<file path="src/rtl/out_uart_tx_pkg.sv">
// Shared constants and FSM state type for the CPU output-port UART printer.
package out_uart_tx_pkg;

  localparam logic       UART_IDLE   = 1'b1;
  localparam logic [7:0] ASCII_LF    = 8'h0A;
  localparam logic [7:0] ASCII_0     = 8'h30;
  localparam logic [7:0] ASCII_A_M10 = 8'h37;

  typedef enum logic [2:0] {
    IDLE,
    LOAD,
    START,
    DATA,
    STOP
  } tx_state_t;

endpackage

</file>
<file path="src/rtl/out_uart_tx_if.sv">
// CPU output-port strobe and word, as seen by the UART printer.
interface out_uart_tx_if #(
  parameter int DATA_W = 16
);

  logic              out_valid;
  logic [DATA_W-1:0] out_data;

  modport master (output out_valid, output out_data);
  modport slave  (input  out_valid, input  out_data);

endinterface

</file>
<file path="src/rtl/out_fifo.sv">
// Word buffer between the CPU output port and the UART serialiser.
// A push into a full FIFO is still accepted when a pop happens on the same edge.
module out_fifo #(
  parameter int DEPTH  = 8,
  parameter int DATA_W = 16
) (
  input  logic                      clk,
  input  logic                      rst_ni,
  input  logic                      push_i,
  input  logic [DATA_W-1:0]         push_data_i,
  input  logic                      pop_i,
  output logic [DATA_W-1:0]         head_o,
  output logic                      full_o,
  output logic                      empty_o,
  output logic [$clog2(DEPTH):0]    count_o,
  output logic                      drop_o
);

  localparam int PTR_W = $clog2(DEPTH);
  localparam int CNT_W = PTR_W + 1;

  logic [DATA_W-1:0] mem_q [DEPTH];
  logic [PTR_W-1:0]  wr_ptr_q, wr_ptr_d;
  logic [PTR_W-1:0]  rd_ptr_q, rd_ptr_d;
  logic [CNT_W-1:0]  count_q, count_d;
  logic              do_push, do_pop;

  assign full_o  = (count_q == CNT_W'(DEPTH));
  assign empty_o = (count_q == '0);
  assign do_pop  = pop_i & ~empty_o;
  assign do_push = push_i & (~full_o | do_pop);
  assign drop_o  = push_i & ~do_push;
  assign head_o  = mem_q[rd_ptr_q];
  assign count_o = count_q;

  // Pointer advance (natural wrap, DEPTH is a power of two) and occupancy update
  always_comb begin
    wr_ptr_d = wr_ptr_q;
    rd_ptr_d = rd_ptr_q;
    count_d  = count_q;
    if (do_push) wr_ptr_d = wr_ptr_q + PTR_W'(1);
    if (do_pop)  rd_ptr_d = rd_ptr_q + PTR_W'(1);
    case ({do_push, do_pop})
      2'b10:   count_d = count_q + CNT_W'(1);
      2'b01:   count_d = count_q - CNT_W'(1);
      default: count_d = count_q;
    endcase
  end

  // Control state: pointers and count
  always_ff @(posedge clk or negedge rst_ni) begin
    if (!rst_ni) begin
      wr_ptr_q <= '0;
      rd_ptr_q <= '0;
      count_q  <= '0;
    end else begin
      wr_ptr_q <= wr_ptr_d;
      rd_ptr_q <= rd_ptr_d;
      count_q  <= count_d;
    end
  end

  // Storage; only accepted pushes write, so out_data is never looked at otherwise
  always_ff @(posedge clk) begin
    if (do_push) mem_q[wr_ptr_q] <= push_data_i;
  end

endmodule

</file>
<file path="src/rtl/out_uart_tx.sv">
// Prints every CPU OUT word on a UART line as four uppercase hex digits plus LF,
// most significant nibble first. The CPU is never stalled: words that find the
// FIFO full are dropped and remembered in a sticky overflow flag.
module out_uart_tx
  import out_uart_tx_pkg::*;
#(
  parameter int DEPTH        = 8,
  parameter int CLKS_PER_BIT = 434
) (
  input  logic         clk,
  input  logic         rst,
  out_uart_tx_if.slave cpu,
  output logic         tx,
  output logic         busy,
  output logic         fifo_full,
  output logic         overflow
);

  localparam int                CNT_W     = $clog2(DEPTH) + 1;
  localparam int                BAUD_W    = $clog2(CLKS_PER_BIT);
  localparam logic [BAUD_W-1:0] BAUD_LAST = BAUD_W'(CLKS_PER_BIT - 1);
  localparam logic [2:0]        LAST_CHAR = 3'd4;
  localparam logic [2:0]        LAST_BIT  = 3'd7;

  // 8-bit ASCII for one hex digit; sums are kept to 8 bits
  function automatic logic [7:0] hex_ascii(input logic [3:0] n);
    logic [7:0] n8;
    n8 = {4'h0, n};
    if (n <= 4'd9) return ASCII_0 + n8;
    return ASCII_A_M10 + n8;
  endfunction

  tx_state_t         state_q, state_d;
  logic [2:0]        char_idx_q, char_idx_d;
  logic [2:0]        bit_idx_q, bit_idx_d;
  logic [BAUD_W-1:0] baud_q, baud_d;
  logic [15:0]       word_q, word_d;
  logic [7:0]        byte_q, byte_d;
  logic              tx_q, tx_d;
  logic              overflow_q, overflow_d;
  logic [3:0]        nibble;
  logic              bit_end;

  logic [15:0]       fifo_head;
  logic              fifo_empty;
  logic              fifo_pop;
  logic              fifo_drop;
  logic [CNT_W-1:0]  fifo_count;

  out_fifo #(
    .DEPTH  (DEPTH),
    .DATA_W (16)
  ) u_fifo (
    .clk         (clk),
    .rst_ni      (rst),
    .push_i      (cpu.out_valid),
    .push_data_i (cpu.out_data),
    .pop_i       (fifo_pop),
    .head_o      (fifo_head),
    .full_o      (fifo_full),
    .empty_o     (fifo_empty),
    .count_o     (fifo_count),
    .drop_o      (fifo_drop)
  );

  assign bit_end    = (baud_q == BAUD_LAST);
  assign overflow_d = overflow_q | fifo_drop;

  // Nibble of the held word for the current character, MSB nibble first
  always_comb begin
    nibble = word_q[15:12];
    case (char_idx_q[1:0])
      2'd0:    nibble = word_q[15:12];
      2'd1:    nibble = word_q[11:8];
      2'd2:    nibble = word_q[7:4];
      default: nibble = word_q[3:0];
    endcase
  end

  // Frame sequencer: next state, counters, word/byte loads and FIFO pop
  always_comb begin
    state_d    = state_q;
    char_idx_d = char_idx_q;
    bit_idx_d  = bit_idx_q;
    baud_d     = baud_q;
    word_d     = word_q;
    byte_d     = byte_q;
    fifo_pop   = 1'b0;
    case (state_q)
      IDLE: begin
        if (!fifo_empty) begin
          fifo_pop   = 1'b1;
          word_d     = fifo_head;
          char_idx_d = 3'd0;
          state_d    = LOAD;
        end
      end
      LOAD: begin
        byte_d  = (char_idx_q == LAST_CHAR) ? ASCII_LF : hex_ascii(nibble);
        baud_d  = '0;
        state_d = START;
      end
      START: begin
        if (bit_end) begin
          baud_d    = '0;
          bit_idx_d = 3'd0;
          state_d   = DATA;
        end else begin
          baud_d = baud_q + BAUD_W'(1);
        end
      end
      DATA: begin
        if (bit_end) begin
          baud_d = '0;
          if (bit_idx_q == LAST_BIT) state_d = STOP;
          else bit_idx_d = bit_idx_q + 3'd1;
        end else begin
          baud_d = baud_q + BAUD_W'(1);
        end
      end
      STOP: begin
        if (bit_end) begin
          baud_d = '0;
          if (char_idx_q == LAST_CHAR) begin
            state_d = IDLE;
          end else begin
            char_idx_d = char_idx_q + 3'd1;
            state_d    = LOAD;
          end
        end else begin
          baud_d = baud_q + BAUD_W'(1);
        end
      end
      default: state_d = IDLE;
    endcase
  end

  // Line level implied by the current state; registered below so tx never glitches
  always_comb begin
    tx_d = UART_IDLE;
    case (state_q)
      START:   tx_d = 1'b0;
      DATA:    tx_d = byte_q[bit_idx_q];
      default: tx_d = UART_IDLE;
    endcase
  end

  // Control registers; reset drops the line high at once and abandons any frame
  always_ff @(posedge clk or negedge rst) begin
    if (!rst) begin
      state_q    <= IDLE;
      char_idx_q <= '0;
      bit_idx_q  <= '0;
      baud_q     <= '0;
      tx_q       <= UART_IDLE;
      overflow_q <= 1'b0;
    end else begin
      state_q    <= state_d;
      char_idx_q <= char_idx_d;
      bit_idx_q  <= bit_idx_d;
      baud_q     <= baud_d;
      tx_q       <= tx_d;
      overflow_q <= overflow_d;
    end
  end

  // Data registers: popped word and the character being shifted out
  always_ff @(posedge clk) begin
    word_q <= word_d;
    byte_q <= byte_d;
  end

  assign tx       = tx_q;
  assign overflow = overflow_q;
  assign busy     = (fifo_count != '0) | (state_q != IDLE);

endmodule

</file>
<file path="src/flat_wrapper.sv">
// flat-port wrapper written by rule: the top's interface ports become plain ports
module out_uart_tx_flat import out_uart_tx_pkg::*;
#(
  parameter int DEPTH        = 8,
  parameter int CLKS_PER_BIT = 434
)
  (clk, rst, tx, busy, fifo_full, overflow, cpu_out_valid, cpu_out_data);
  out_uart_tx_if cpu_i ();
  input  logic clk;
  input  logic rst;
  output logic tx;
  output logic busy;
  output logic fifo_full;
  output logic overflow;
  input wire logic [$bits(cpu_i.out_valid)-1:0] cpu_out_valid;
  input wire logic [$bits(cpu_i.out_data)-1:0] cpu_out_data;
  assign cpu_i.out_valid = cpu_out_valid;
  assign cpu_i.out_data = cpu_out_data;
  out_uart_tx #(.DEPTH(DEPTH), .CLKS_PER_BIT(CLKS_PER_BIT)) u_core (.clk(clk), .rst(rst), .cpu(cpu_i), .tx(tx), .busy(busy), .fifo_full(fifo_full), .overflow(overflow));
endmodule
</file>
<file path="config.mk">
export PLATFORM = sky130hd
export DESIGN_NAME = out_uart_tx_flat
export DESIGN_NICKNAME = d
export VERILOG_FILES = /design/src/rtl/out_uart_tx_pkg.sv /design/src/rtl/out_uart_tx_if.sv /design/src/rtl/out_fifo.sv /design/src/rtl/out_uart_tx.sv /design/src/flat_wrapper.sv
export SDC_FILE = /design/constraint.sdc
export NUM_CORES = 1
export LEC_CHECK = 0
export CORE_MARGIN = 1.5
export CORE_UTILIZATION = 40
export CTS_BUF_LIST = sky130_fd_sc_hd__clkbuf_4
export DETAILED_ROUTE_END_ITERATION = 10
export PLACE_DENSITY = 0.56
export SLEW_MARGIN = 20
export SYNTH_ARGS = -nofsm -noshare
export SYNTH_HDL_FRONTEND = slang
export SYNTH_HIERARCHICAL = 1
export SYNTH_SLANG_ARGS = --single-unit
</file>
<file path="constraint.sdc">
create_clock -name clk -period 6 [get_ports clk]
set_input_delay 1.2 -clock clk [delete_from_list [all_inputs] [get_ports clk]]
set_output_delay 1.2 -clock clk [all_outputs]
set_load 0.05 [all_outputs]
</file>
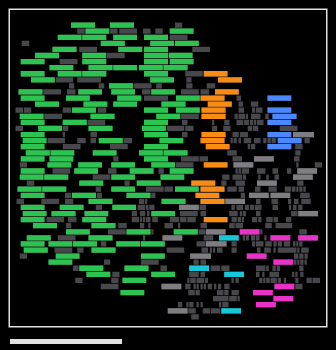
Figure 1: register map, names as in the netlist.
The bar under the picture is 50 um long. Other sequential cells in the stronger gray, the rest of the logic in the fainter gray.
orange -> u_core/word_q  # flops 16
blue -> u_core/byte_q  # flops 7
cyan -> u_core/u_fifo/count_o  # flops 4
magenta -> u_core/baud_q  # flops 9, where lower right
green -> u_core/u_fifo/mem_q  # flops 128
not colored = 17

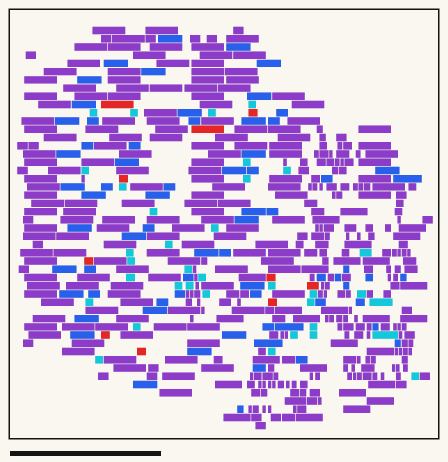
Figure 2: cell sizes after repair.
The bar under the picture is 50 um long.
cyan -> x3 and x4  # cells 35, most used clkbuf_4
red -> x6 and larger  # cells 10, most used inv_6
blue -> x2  # cells 69, most used mux4_2
purple -> x1 and smaller  # cells 381, most used edfxtp_1
final setup margin: 2.298 ns
Design Area, Final: 0.008486 sq mm

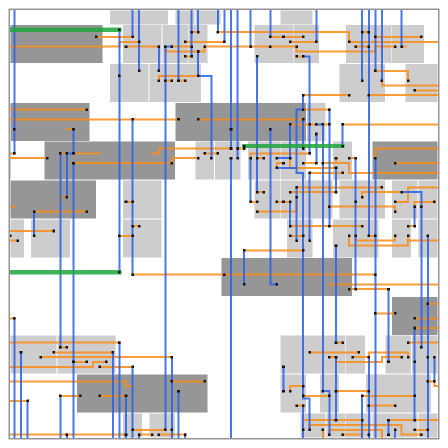
Figure 3: a small window of the routed layout.
Region (91, 20) to (121, 50) um. Cells in gray, sequential cells in the stronger gray; small squares are vias.
green -> M3
blue -> M2
orange -> M1
cells with their middle in the window = 52
most frequent = o21ai_0 (6), dfrtp_1 (6), nand2_1 (5)
netlist names of flops here include = u_core/baud_q (3), u_core/u_fifo/count_o (2), u_core/u_fifo/rd_ptr_q (2)
sequential cells in the window = 8

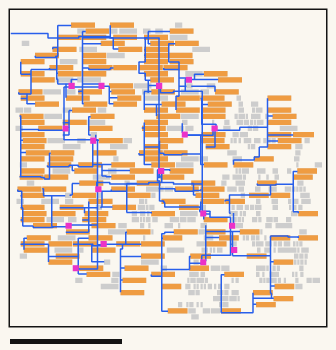
Figure 4: clock distribution.
The bar under the picture is 50 um long.
magenta -> clock-net drivers  # count 17
orange -> flip-flops  # count 181
blue -> clock wires  # length 1,980 um
routed clock nets = 18
flops lie = all over the die

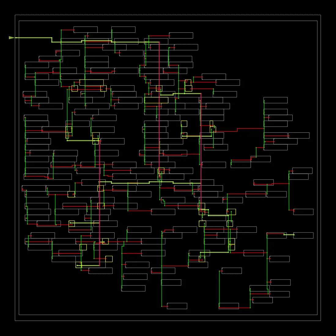
Figure 5: the clock network.
Flops: 181
Clock Sinks: 181
clkbuf count: 17
Clk Latency, worst-skew pair: 0.57 ns

==> run summary <==
run metrics: YS chip area between 0.007 and 0.008 sq mm, die area around 0.020 sq mm, TritonCTS clock tree yes, Hold Path End u_core/overflow$_DFF_PN0_, final net count slightly above 500, inverter count 15, status finished, final reports clean, Ys Warns 6, Clock transition at path regs 0.16 ns, CTS resizes 0, CORE AREA approximately 0.019 sq mm, biggest area cells edfxtp_1 (59%), mux4_2 (9.7%), dfrtp_1 (9.5%), mux2_2 (2.8%), ha_1 (2.3%), post-route setup TNS 0 ns, xor/xnor share 0.01029, FF-to-FF setup slack between 2 and 3 ns, most common library cells after synthesis edfxtp_1 (151), mux4_2 (33), dfrtp_1 (29), nand2_1 (20), MUX area fraction 0.1383, n_diodes 1, pwr dens 309.6 mW/mm^2, WS Path Type reg2out, post-synthesis compound-gate area fraction 0.05438, fmax about 0.27 GHz, Clock Power Share 0.263, worst r2r src u_core/u_fifo/count_o[1]$_DFFE_PN0P_, Max clock buf depth 2
-- per-layer routing --
layer | share of wire | GRT usage | vias to the layer above
li1 | - | - | 1833
met1 | 0.45 | 0.2068 | 1954
met2 | 0.51 | 0.2601 | 54
met3 | 0.022 | 0.03274 | 19
met4 | 0.017 | 0.05697 | 0
met5 | 0 | 0 | -
-- cell usage in the layout, fill, tap and decap left out, types with 3 or more instances in the layout --
| cell type | Yosys | routed |
|---|---|---|
| mux4_2 | 33 | 33 |
| a21o_1 | 5 | 5 |
| o21ai_0 | 11 | 11 |
| ha_1 | 14 | 14 |
| nand2_1 | 20 | 20 |
| a22o_1 | 4 | 4 |
| a211o_1 | 3 | 3 |
| nand2b_1 | 7 | 7 |
| inv_6 | 0 | 7 |
| dfrtp_1 | 29 | 27 |
| nand4_1 | 4 | 4 |
| nor3_1 | 8 | 5 |
| or2_2 | 5 | 5 |
| nor3_2 | 0 | 3 |
| a21oi_1 | 9 | 9 |
| nand3_1 | 9 | 9 |
| clkdlybuf4s50_1 | 0 | 22 |
| inv_1 | 15 | 15 |
| nor2_1 | 19 | 19 |
| nor2b_1 | 3 | 3 |
| o211ai_1 | 3 | 3 |
| buf_4 | 1 | 11 |
| mux2_2 | 19 | 19 |
| clkbuf_4 | 0 | 17 |
| edfxtp_1 | 151 | 151 |
| xor2_1 | 5 | 5 |
| mux2i_1 | 8 | 8 |
| xnor2_1 | 4 | 4 |
-- critical path, stage by stage (launching register included) --
cell and delay [ns]:
dfrtp_1 0.45, or4b_1 0.61, inv_1 0.08, clkdlybuf4s50_1 0.79
-- through the flow --
| stage | power (mW) | hold slack (ns) | util | setup slack (ns) | instance area, sq um |
|---|---|---|---|---|---|
| finish | 2.627 | 0.4810 | 0.4521 | 2.298 | 8486 |
| global route | 2.757 | 0.5273 | 0.4521 | 2.154 | 8486 |
| CTS | 2.657 | 0.4869 | 0.4520 | 2.225 | 8483 |
| detailed placement | 1.968 | 0.4495 | 0.4365 | 2.389 | 8192 |
| global placement | 1.949 | 0.4466 | 0.4365 | 2.506 | 8192 |
| floorplan | 1.815 | 0.4727 | - | 1.597 | 7662 |
-- how the worst max path moves through the flow --
| stage | to | slack [ns] | from | depth (start not counted) |
|---|---|---|---|---|
| 5_1_grt | fifo_full | 2.15 | u_core/u_fifo/count_o[1]$_DFFE_PN0P_ | 3 |
| 2_1_floorplan | u_core/u_fifo/mem_q[0][0]$_DFFE_PP_ | 1.60 | u_core/state_q[0]$_DFFE_PN0P_ | 6 |
| 6_report | fifo_full | 2.30 | u_core/u_fifo/count_o[1]$_DFFE_PN0P_ | 3 |
| 4_1_cts | fifo_full | 2.22 | u_core/u_fifo/count_o[1]$_DFFE_PN0P_ | 3 |
| 3_5_place_dp | u_core/u_fifo/mem_q[1][15]$_DFFE_PP_ | 2.39 | cpu_out_valid | 5 |
| 3_3_place_gp | u_core/u_fifo/mem_q[1][13]$_DFFE_PP_ | 2.51 | cpu_out_valid | 5 |
Power and IR drop assume default switching activity.
